[config.mk]
export PLATFORM = sky130hd
export DESIGN_NAME = ball_packet_tx
export DESIGN_NICKNAME = d
export VERILOG_FILES = /design/src/rtl/ball_link_pkg.sv /design/src/rtl/ball_packet_tx.sv
export SDC_FILE = /design/constraint.sdc
export NUM_CORES = 1
export LEC_CHECK = 0
export CAP_MARGIN = 20
export CORE_MARGIN = 10
export CORE_UTILIZATION = 31
export DETAILED_ROUTE_END_ITERATION = 12
export PLACE_DENSITY = 0.6
export REMOVE_ABC_BUFFERS = 1
export SKIP_LAST_GASP = 1
export SLEW_MARGIN = 20
export SYNTH_ARGS = -nofsm -noshare
export SYNTH_HDL_FRONTEND = slang
export SYNTH_SLANG_ARGS = --single-unit
[constraint.sdc]
create_clock -name clk_25MHZ -period 7.2 [get_ports clk_25MHZ]
set_input_delay 1.8 -clock clk_25MHZ [delete_from_list [all_inputs] [get_ports clk_25MHZ]]
set_output_delay 1.8 -clock clk_25MHZ [all_outputs]
set_load 0.01 [all_outputs]
[src/rtl/ball_link_pkg.sv]
// ball_link_pkg: shared state codes, register map and ball packet type for the ball link.
// Used by the transmitter (ball_packet_tx) and by the slave register file on the opponent board.
`timescale 1ns/1ps
package ball_link_pkg;
  typedef logic [2:0] state_t;
  localparam state_t S_IDLE  = 3'd0;
  localparam state_t S_LOAD  = 3'd1;
  localparam state_t S_REQ   = 3'd2;
  localparam state_t S_WAIT  = 3'd3;
  localparam state_t S_NEXT  = 3'd4;
  localparam state_t S_RETRY = 3'd5;
  localparam state_t S_DONE  = 3'd6;
  localparam state_t S_ERR   = 3'd7;
  localparam logic [2:0] REG_Y0    = 3'd0;
  localparam logic [2:0] REG_Y1    = 3'd1;
  localparam logic [2:0] REG_VY    = 3'd2;
  localparam logic [2:0] REG_GRAV  = 3'd3;
  localparam logic [2:0] REG_SPEED = 3'd4;
  localparam logic [2:0] REG_WIN   = 3'd5;
  typedef struct packed {
    logic [9:0] y;
    logic [7:0] vy;
    logic [1:0] grav;
    logic [7:0] speed;
    logic       win;
  } ball_pkt_t;
  function automatic logic [7:0] reg_payload(ball_pkt_t p, logic [2:0] idx);
    return idx == REG_Y0    ? p.y[7:0] :
           idx == REG_Y1    ? {6'b0, p.y[9:8]} :
           idx == REG_VY    ? p.vy :
           idx == REG_GRAV  ? {6'b0, p.grav} :
           idx == REG_SPEED ? p.speed :
           idx == REG_WIN   ? {7'b0, p.win} : 8'h00;
  endfunction
endpackage

[src/rtl/ball_packet_tx.sv]
// ball_packet_tx: sends a snapshotted ball hand-off packet as six I2C register writes.
// Ports: clk_25MHZ/reset (async active-low, sync release); ball_send_trigger + ball_* payload
// inputs; tx_req/tx_slave_addr/tx_reg_addr/tx_data towards the I2C master, tx_ack/tx_nack back;
// busy, packet_done, packet_error status and contrl_led = {state, retry[1:0], reg_idx}.
`timescale 1ns/1ps
module ball_packet_tx
  import ball_link_pkg::*;
#(
  parameter logic [6:0] SLAVE_ADDR     = 7'h42,
  parameter int         MAX_RETRY      = 3,
  parameter int         TIMEOUT_CYCLES = 25000
) (
  input  logic       clk_25MHZ,
  input  logic       reset,
  input  logic       ball_send_trigger,
  input  logic [9:0] ball_y,
  input  logic [7:0] ball_vy,
  input  logic [1:0] gravity_counter,
  input  logic [7:0] ball_speed,
  input  logic       win_flag,
  output logic       tx_req,
  output logic [6:0] tx_slave_addr,
  output logic [7:0] tx_reg_addr,
  output logic [7:0] tx_data,
  input  logic       tx_ack,
  input  logic       tx_nack,
  output logic       busy,
  output logic       packet_done,
  output logic       packet_error,
  output logic [7:0] contrl_led
);
  localparam int RW = (MAX_RETRY < 4) ? 2 : $clog2(MAX_RETRY + 1);
  localparam int TW = $clog2(TIMEOUT_CYCLES + 1);
  logic          rst_sync_q;
  state_t        state_q, state_d;
  logic [2:0]    idx_q, idx_d;
  logic [RW-1:0] retry_q, retry_d;
  logic [TW-1:0] tmo_q, tmo_d;
  ball_pkt_t     snap_q, snap_d, pend_q, pend_d, in_pkt;
  logic          pend_v_q, pend_v_d;
  logic          tmo_hit, fail;
  // Assertion reaches every flop immediately; release is seen one edge late so the
  // first edge after release is still inside reset.
  always_ff @(posedge clk_25MHZ or negedge reset)
    if (!reset) rst_sync_q <= 1'b0;
    else rst_sync_q <= 1'b1;
  assign in_pkt  = '{y: ball_y, vy: ball_vy, grav: gravity_counter, speed: ball_speed, win: win_flag};
  assign tmo_hit = state_q == S_WAIT && tmo_q == TW'(TIMEOUT_CYCLES - 1);
  // A timeout or a simultaneous ack+nack counts as a NACK.
  assign fail    = tx_nack || tmo_hit;
  always_comb begin
    state_d  = state_q;
    idx_d    = idx_q;
    retry_d  = retry_q;
    tmo_d    = tmo_q;
    snap_d   = snap_q;
    pend_d   = pend_q;
    pend_v_d = pend_v_q;
    if (ball_send_trigger && state_q != S_IDLE) begin
      pend_d   = in_pkt;
      pend_v_d = 1'b1;
    end
    case (state_q)
      // The LOAD work is done on the IDLE exit edge so tx_req follows the trigger by one cycle.
      S_IDLE: if (ball_send_trigger) begin
        snap_d  = in_pkt;
        idx_d   = REG_Y0;
        retry_d = '0;
        state_d = S_REQ;
      end
      S_LOAD: begin
        snap_d   = pend_q;
        idx_d    = REG_Y0;
        retry_d  = '0;
        pend_v_d = ball_send_trigger;
        state_d  = S_REQ;
      end
      S_REQ: begin
        tmo_d   = '0;
        state_d = S_WAIT;
      end
      S_WAIT: begin
        tmo_d = tmo_q + TW'(1);
        if (fail) begin
          state_d = retry_q == RW'(MAX_RETRY) ? S_ERR : S_RETRY;
          retry_d = retry_q == RW'(MAX_RETRY) ? retry_q : retry_q + RW'(1);
        end else if (tx_ack) begin
          state_d = idx_q == REG_WIN ? S_DONE : S_NEXT;
          idx_d   = idx_q == REG_WIN ? idx_q : idx_q + 3'd1;
          retry_d = '0;
        end
      end
      S_NEXT, S_RETRY: state_d = S_REQ;
      default: begin
        state_d = (pend_v_q || ball_send_trigger) ? S_LOAD : S_IDLE;
        idx_d   = REG_Y0;
        retry_d = '0;
      end
    endcase
  end
  always_ff @(posedge clk_25MHZ or negedge rst_sync_q)
    if (!rst_sync_q) begin
      state_q  <= S_IDLE;
      idx_q    <= '0;
      retry_q  <= '0;
      tmo_q    <= '0;
      snap_q   <= '0;
      pend_q   <= '0;
      pend_v_q <= 1'b0;
    end else begin
      state_q  <= state_d;
      idx_q    <= idx_d;
      retry_q  <= retry_d;
      tmo_q    <= tmo_d;
      snap_q   <= snap_d;
      pend_q   <= pend_d;
      pend_v_q <= pend_v_d;
    end
  assign tx_req        = state_q == S_REQ || state_q == S_WAIT;
  assign tx_slave_addr = SLAVE_ADDR;
  assign tx_reg_addr   = {5'b0, idx_q};
  assign tx_data       = reg_payload(snap_q, idx_q);
  assign busy          = state_q != S_IDLE;
  assign packet_done   = state_q == S_DONE;
  assign packet_error  = state_q == S_ERR;
  assign contrl_led    = {state_q, retry_q[1:0], idx_q};
endmodule

run_1/clocks.png
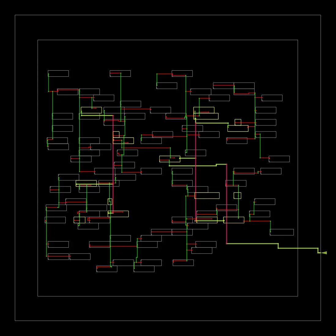
CTS Buf Count: 9
clk_buf instances: 10
Insertion Delay late pin: 340 ps

run_1/detail.png
The bar under the picture is 20 um long. Window x 43 to 93, y 70 to 120 um. Cells in grey, sequential cells in the stronger grey; small squares are vias.
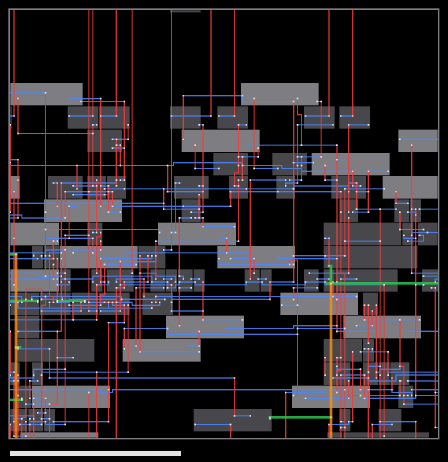
- blue: metal 1
- orange: metal 4
- red: metal 2
- green: metal 3
- most frequent: dfrtp_1 (18), nand2_1 (13), o21ai_0 (9)
- netlist names of flops here include: snap_q (8), pend_q (6), tmo_q (4)
- cells with their middle in the window: 83
- sequential cells in the window: 18

==> flow_summary.json, run 1 <==
{
  "lay_top_count": "dfrtp_1",
  "area_growth_pct": 23.8,
  "layout_min_cycle_time_ps": 4640,
  "synth.area.mux_share": 0.0902,
  "antenna_found_initial": 0,
  "switching_power_uw": 786,
  "finalSetupViolCount": 0,
  "cts_buffer_depth": 2,
  "wl_met2_mm": 4.85,
  "comb_cell_power_uw": 847,
  "vias_per_cell": 5.01,
  "powerClk_uw": 503,
  "synthCells": 410,
  "powerSeq_uw": 772,
  "placed_area_um2": 4840,
  "grt_busiest_layer": "met2",
  "die_width_um": 136,
  "fill_cells": 1328,
  "reg2regPathDepth": 4,
  "hpwl_mm": 7.12,
  "fin_cells": 632,
  "grt_max_degree": 83,
  "r2r_slack_ps": 5160,
  "gr-usage-met3": 0.0343,
  "cts_max_level": 3,
  "sh_comb_area": 0.362,
  "layout_top_cells": "dfrtp_1 (82), clkdlybuf4s50_1 (56), nand2_1 (50)",
  "synth_cell_types": 57,
  "reg2reg_to": "tmo_q[11]",
  "cts_root_buf": "clkbuf_16",
  "n_tap_cell": 176,
  "regArea_um2": 2080,
  "edf_count": 0,
  "final_util": 0.392,
  "ys_cells": 410,
  "final-nonclk-buf-share": 0.122,
  "gp_congestion": 0.782,
  "outcome": "finished clean",
  "ys.warnings.count": 0,
  "tns_ps": 0,
  "die_area_um2": 18600,
  "largest_class": "sequential cells",
  "die_y_um": 136,
  "dp.cells": 615
}
run_1/flops_by_reg.png
The bar under the picture is 50 um long. Other sequential cells in the stronger grey, the rest of the logic in the fainter grey.
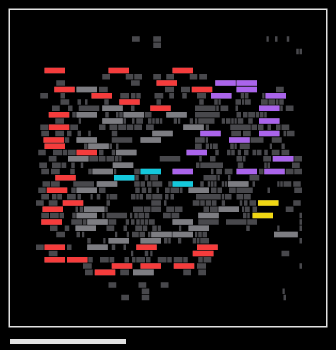
- purple: tmo_q (sequential cells 15)
- cyan: idx_q (sequential cells 3)
- yellow: retry_q (sequential cells 2)
- red: pend_q (sequential cells 29)
- not coloured: 34

run_1/io_placement.png
The bar under the picture is 50 um long. Pins as bars across the die edge, other pins in grey.
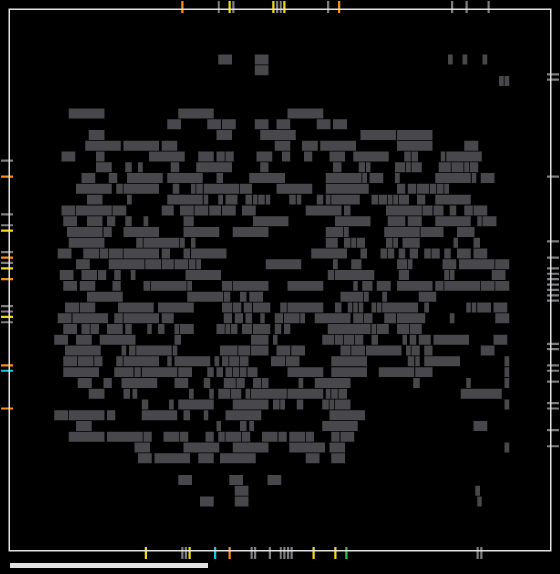
- cyan: gravity_counter (pins 2; direction input; edge 1 bottom, 1 left)
- yellow: ball_y (pins 10; direction input; edge 4 bottom, 3 top, 3 left)
- orange: ball_speed (pins 8; direction input; edge 5 left, 2 top, 1 bottom)
- green: win_flag (pins 1; direction input; edge bottom)
- all pins by edge: 21 right, 18 bottom, 17 left, 13 top

run_1/layer_met1.png
The bar under the picture is 50 um long.
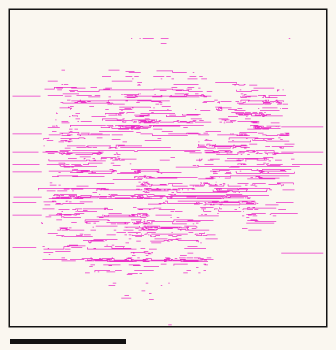

==> run 2, diff against run 1 <==
Clock period 7.2 ns to 4.85 ns, I/O delays scaled along.
run_2/layer_met1.png
The bar under the picture is 50 um long.
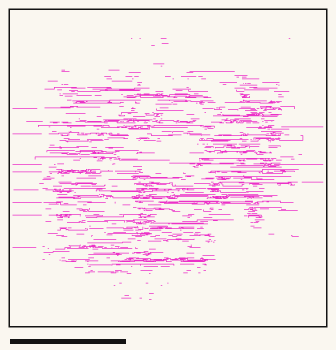
- longest straight run: 35.9 um
- main direction: horizontal
met1 usage: 0.143
Vias: 3218
Post-Route WL: 10.2 mm

==> run 2 against run 1 <==
Synthesized cell count stayed put. Power is 44% higher. Clock-buffer cell count stayed put. Die size stayed put. Clock power is 28% higher. Largest cell class unchanged. Highest routed layer unchanged.
==> flow_summary.json, run 2 <==
{
  "reg2reg_to": "tmo_q[11]",
  "fin_cells": 632,
  "gr-usage-met3": 0.0373,
  "cts_max_level": 3,
  "wl_met2_mm": 4.95,
  "area_growth_pct": 22.8,
  "fill_cells": 1322,
  "reg2regPathDepth": 4,
  "synth.area.mux_share": 0.0902,
  "insertion_delay_ps": 340,
  "powerClk_uw": 642,
  "outcome": "finished clean",
  "sh_comb_area": 0.365,
  "grt_max_degree": 83,
  "regArea_um2": 2080,
  "n_clock_buffer": 10,
  "switching_power_mw": 1.18,
  "hpwl_mm": 7.16,
  "r2r_slack_ps": 2800,
  "placed_area_um2": 4840,
  "layout_top_cells": "dfrtp_1 (82), clkdlybuf4s50_1 (56), nand2_1 (50)",
  "die_area_um2": 18600,
  "tns_ps": 0,
  "grt_busiest_layer": "met2",
  "edf_count": 0,
  "n_tap_cell": 176,
  "dp.cells": 615
}
run_2/io_placement.png
The bar under the picture is 50 um long. Pins as bars across the die edge, other pins in grey.
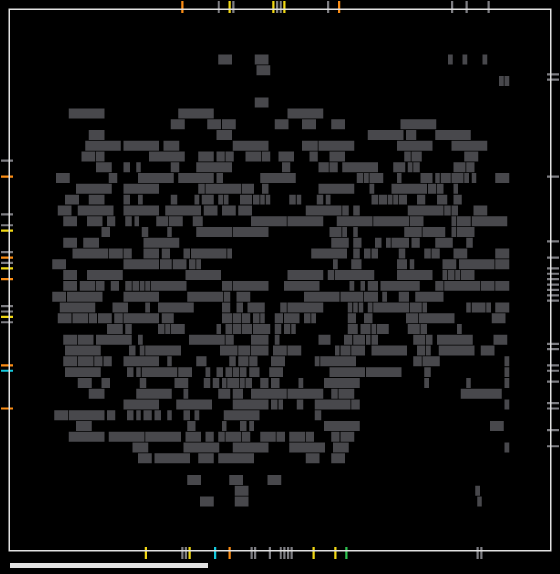
- cyan: gravity_counter (pins 2; direction input; edge 1 bottom, 1 left)
- orange: ball_speed (pins 8; direction input; edge 5 left, 2 top, 1 bottom)
- green: win_flag (pins 1; direction input; edge bottom)
- yellow: ball_y (pins 10; direction input; edge 4 bottom, 3 top, 3 left)
chip height: 136 um
Chip Width: 136 um

Power figures rest on the tool's default switching activity, not on a simulated workload.
